File: src/rtl/io_port_pkg.sv
// Shared defaults and encodings for the I/O port unit.
// Interrupt state encoding is used only when IO_PORT_INTR_EN is defined.
package io_port_pkg;

    localparam int DATA_W_DEF      = 16;
    localparam int IN_DEPTH_DEF    = 4;
    localparam int INTR_CYCLES_DEF = 2;
    localparam int PTR_W_DEF       = $clog2(IN_DEPTH_DEF);

    typedef enum logic {
        IDLE  = 1'b0,
        PULSE = 1'b1
    } intr_state_t;

endpackage

File: src/rtl/io_in_fifo.sv
// Input FIFO: registered storage, combinational head read.
// The head reads as zero while the FIFO is empty.
module io_in_fifo
    import io_port_pkg::*;
#(
    parameter int DATA_W = DATA_W_DEF,
    parameter int DEPTH  = IN_DEPTH_DEF
) (
    input  logic              clk,
    input  logic              reset,
    input  logic [DATA_W-1:0] wr_data,
    input  logic              wr_valid,
    output logic              wr_ready,
    input  logic              rd,
    output logic [DATA_W-1:0] head,
    output logic              empty
);

    localparam int PTR_W = $clog2(DEPTH);
    localparam int CNT_W = PTR_W + 1;

    logic [DATA_W-1:0] mem [DEPTH];
    logic [PTR_W-1:0]  wr_ptr;
    logic [PTR_W-1:0]  rd_ptr;
    logic [CNT_W-1:0]  count;
    logic              do_push;
    logic              do_pop;

    assign wr_ready = (count < CNT_W'(DEPTH));
    assign empty    = (count == '0);
    assign do_push  = wr_valid && wr_ready;
    assign do_pop   = rd && !empty;
    assign head     = empty ? '0 : mem[rd_ptr];

    // Storage array; contents are don't-care until the count covers them
    always_ff @(posedge clk) begin
        if (do_push) begin
            mem[wr_ptr] <= wr_data;
        end
    end

    // Pointers wrap naturally at DEPTH; count tracks occupancy
    always_ff @(posedge clk or negedge reset) begin
        if (!reset) begin
            wr_ptr <= '0;
            rd_ptr <= '0;
            count  <= '0;
        end else begin
            if (do_push) begin
                wr_ptr <= wr_ptr + PTR_W'(1);
            end
            if (do_pop) begin
                rd_ptr <= rd_ptr + PTR_W'(1);
            end
            case ({do_push, do_pop})
                2'b10:   count <= count + CNT_W'(1);
                2'b01:   count <= count - CNT_W'(1);
                default: count <= count;
            endcase
        end
    end

endmodule

File: src/rtl/io_port_unit.sv
// Peripheral end of the 16-bit IN/OUT port interface.
// Optional arrival interrupt built only with IO_PORT_INTR_EN.
module io_port_unit
    import io_port_pkg::*;
#(
    parameter int DATA_W      = DATA_W_DEF,
    parameter int IN_DEPTH    = IN_DEPTH_DEF,
    parameter int INTR_CYCLES = INTR_CYCLES_DEF
) (
    input  logic              clk,
    input  logic              reset,
    input  logic [DATA_W-1:0] ext_in_data,
    input  logic              ext_in_valid,
    output logic              ext_in_ready,
    output logic [DATA_W-1:0] in_port,
    input  logic              in_rd,
    input  logic [DATA_W-1:0] out_port,
    input  logic              out_wr,
    output logic [DATA_W-1:0] ext_out_data,
    output logic              ext_out_valid,
    input  logic              ext_out_ready,
    output logic              intr,
    output logic              in_udf,
    output logic              out_ovf,
    input  logic              clr_flags
);

    logic fifo_empty;
    logic udf_evt;
    logic ovf_evt;
    logic out_load;

    io_in_fifo #(
        .DATA_W (DATA_W),
        .DEPTH  (IN_DEPTH)
    ) u_fifo (
        .clk      (clk),
        .reset    (reset),
        .wr_data  (ext_in_data),
        .wr_valid (ext_in_valid),
        .wr_ready (ext_in_ready),
        .rd       (in_rd),
        .head     (in_port),
        .empty    (fifo_empty)
    );

    assign udf_evt  = in_rd && fifo_empty;
    assign out_load = out_wr && (!ext_out_valid || ext_out_ready);
    assign ovf_evt  = out_wr && ext_out_valid && !ext_out_ready;

    // Output holding register; a write while draining replaces the word
    always_ff @(posedge clk or negedge reset) begin
        if (!reset) begin
            ext_out_data  <= '0;
            ext_out_valid <= 1'b0;
        end else if (out_load) begin
            ext_out_data  <= out_port;
            ext_out_valid <= 1'b1;
        end else if (ext_out_valid && ext_out_ready) begin
            ext_out_valid <= 1'b0;
        end
    end

    // Sticky error flags; a set event beats a same-cycle clear
    always_ff @(posedge clk or negedge reset) begin
        if (!reset) begin
            in_udf  <= 1'b0;
            out_ovf <= 1'b0;
        end else begin
            in_udf  <= udf_evt || (in_udf && !clr_flags);
            out_ovf <= ovf_evt || (out_ovf && !clr_flags);
        end
    end

`ifdef IO_PORT_INTR_EN

    localparam int CNT_W = (INTR_CYCLES > 1) ? $clog2(INTR_CYCLES) : 1;

    intr_state_t      state;
    intr_state_t      state_next;
    logic [CNT_W-1:0] cnt;
    logic [CNT_W-1:0] cnt_next;
    logic             trigger;

    assign trigger = ext_in_valid && ext_in_ready && fifo_empty;

    // State, counter and registered interrupt output
    always_ff @(posedge clk or negedge reset) begin
        if (!reset) begin
            state <= IDLE;
            cnt   <= '0;
            intr  <= 1'b0;
        end else begin
            state <= state_next;
            cnt   <= cnt_next;
            intr  <= (state_next == PULSE);
        end
    end

    // Next state: fire on empty->non-empty, hold for INTR_CYCLES cycles
    always_comb begin
        state_next = state;
        cnt_next   = cnt;
        unique case (state)
            IDLE: begin
                if (trigger) begin
                    state_next = PULSE;
                    cnt_next   = CNT_W'(INTR_CYCLES - 1);
                end
            end
            PULSE: begin
                if (cnt == '0) begin
                    state_next = IDLE;
                end else begin
                    cnt_next = cnt - CNT_W'(1);
                end
            end
            default: state_next = IDLE;
        endcase
    end

`else

    assign intr = 1'b0;

`endif

endmodule

File: config.mk
export PLATFORM = sky130hd
export DESIGN_NAME = io_port_unit
export DESIGN_NICKNAME = d
export VERILOG_FILES = /design/src/rtl/io_port_pkg.sv /design/src/rtl/io_in_fifo.sv /design/src/rtl/io_port_unit.sv
export SDC_FILE = /design/constraint.sdc
export NUM_CORES = 1
export LEC_CHECK = 0
export ABC_AREA = 1
export CAP_MARGIN = 30
export CORE_MARGIN = 3
export CORE_UTILIZATION = 30
export CTS_CLUSTER_DIAMETER = 200
export CTS_CLUSTER_SIZE = 24
export DETAILED_ROUTE_END_ITERATION = 8
export GPL_ROUTABILITY_DRIVEN = 0
export GPL_TIMING_DRIVEN = 0
export SLEW_MARGIN = 40
export SYNTH_ARGS = -nofsm -noshare
export SYNTH_HDL_FRONTEND = slang
export SYNTH_SLANG_ARGS = --single-unit
File: constraint.sdc
create_clock -name clk -period 1.6 [get_ports clk]
set_input_delay 0.32 -clock clk [delete_from_list [all_inputs] [get_ports clk]]
set_output_delay 0.32 -clock clk [all_outputs]
set_load 0.02 [all_outputs]
### Sizing map

The bar under the picture is 20 um long.
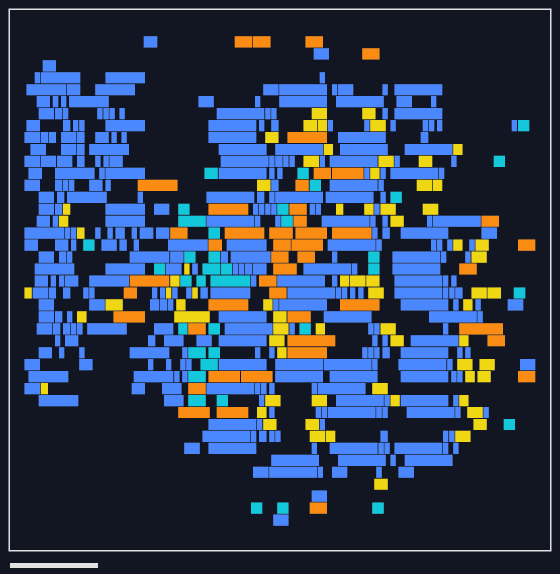
colour	size	cells
cyan	_3 and _4 cells	36
blue	_0 and _1 cells	352
orange	_6 and larger	46
yellow	_2 cells	70
final setup margin: -0.2255 ns
final standard cell area without fillers: 0.005829 mm2
area growth from synthesis to final layout: 42.30%

### Cell classes on the final placement

The bar under the picture is 20 um long.
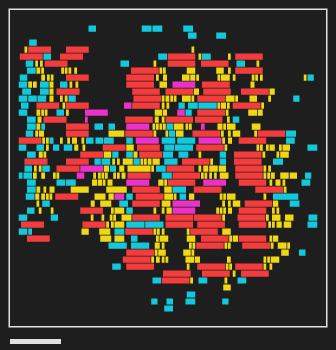
colour	class	cells	share of their area
yellow	combinational and other logic	282	28%
magenta	clock drivers and dummy loads	16	5.4%
red	sequential cells	90	46%
cyan	remaining buffers and delay cells	116	21%
number of rows in the core area: 42
total core area: 0.01330 mm2
sequential portion of the cell area: 44.13%

metrics by stage:
step | utilization, % | setup slack (ns) | hold WS, ns
after global placement | 38.02 | -1.051 | 0.4554
after CTS | 42.13 | -0.2245 | 0.2973
after floorplan | - | -0.1491 | 0.02441
final | 43.85 | -0.2255 | 0.3043
after global routing | 43.85 | -0.2775 | 0.3214
after detailed placement | 38.28 | -0.4782 | 0.3569
worst min-delay path, cell delays in order:
cell	delay [ns]
sky130_fd_sc_hd__buf_2	0.15
sky130_fd_sc_hd__inv_1	0.08
sky130_fd_sc_hd__nand2_1	0.05
layer usage:
metal | track usage (%) | up-vias | wire length (um)
li1 | - | 1442 | -
met1 | 14.49 | 1319 | 3896
met2 | 22.58 | 81 | 4683
met3 | 4.700 | 14 | 694
met4 | 3.709 | 0 | 125
met5 | 0 | - | 0
==> Flow_metrics.wiki <==
== Implementation results ==
{| class="wikitable"
! Metric !! Value
|-
| Result of the run || complete, but fails checks
|-
| Violated checks || setup timing
|-
| Top area cell types || sky130_fd_sc_hd__edfxtp_1 (47%), sky130_fd_sc_hd__dfrtp_1 (16%), sky130_fd_sc_hd__nand2_1 (8.9%), sky130_fd_sc_hd__inv_1 (7.1%), sky130_fd_sc_hd__nand3_1 (4.4%)
|-
| Slew of the pin with the lowest slew margin || 0.5942 ns
|-
| Ratio of routed vias to standard cells || 4.200
|-
| R2r setup slk || 0.04 ns
|-
| Slew margin rel. || 60.39%
|-
| Number of iterations in the first detailed-routing pass || 4
|-
| Die span in y || 122.9 um
|-
| Max Slew Vio Count || 0
|-
| Count of antenna diodes in the layout || 0
|-
| Startpoint of the lowest-slack hold path || out_wr
|-
| Number of warnings issued by yosys || 0
|-
| Total stage count of the critical path || 6
|-
| Cell types with the highest counts after synthesis || sky130_fd_sc_hd__nand2_1 (97), sky130_fd_sc_hd__inv_1 (78), sky130_fd_sc_hd__edfxtp_1 (64)
|-
| Maximum achievable frequency || 0.5478 GHz
|-
| Critical path fanouts, max || 10
|-
| Largest net degree at the start of global routing || 27
|-
| Post-synth mux share || 0%
|-
| Hold Path Stages || 3
|-
| Most flop-heavy register || u_fifo.mem
|-
| Top-count cell post-synth || sky130_fd_sc_hd__nand2_1
|-
| Fraction of post-synthesis cell area in the top cell type by area || 46.92%
|-
| Hold/Removal Path Class || in -> reg
|-
| Power in combinational cells || 0.00521 W
|-
| PostCTS Resize Cnt || 137
|-
| Max H-tree Level || 3
|-
| Period utilization || 114.1%
|-
| Async set-or-reset flop fraction in the synthesized netlist || 28.89%
|-
| Switching Fraction || 37.44%
|-
| Clock tree from TritonCTS || built
|-
| Buffer cell driving the clock tree root || sky130_fd_sc_hd__clkbuf_16
|-
| Switching power of the nets || 0.003897 W
|-
| Largest stage delay on the critical path || 0.38 ns
|-
| Clk slew on worst S/H paths || 0.07 ns
|-
| Largest delay contributor family on the critical path || buffers and inverters
|-
| Tap cells || 176
|-
| Final setup margin || -0.2255 ns
|-
| Clock Tree Buf Depth || 2
|-
| Multi-input combinational area share || 20.91%
|-
| Post-synthesis cell count from yosys || 388
|-
| Endpoint type of the worst setup path || output port
|-
| Endpoint arrival time on the critical path || 1.51 ns
|-
| Number of failing setup endpoints in the final timing report || 16
|-
| GRT Overall Usage || 12.81%
|}
No activity file was given, so power comes from the tool's default toggle rates.
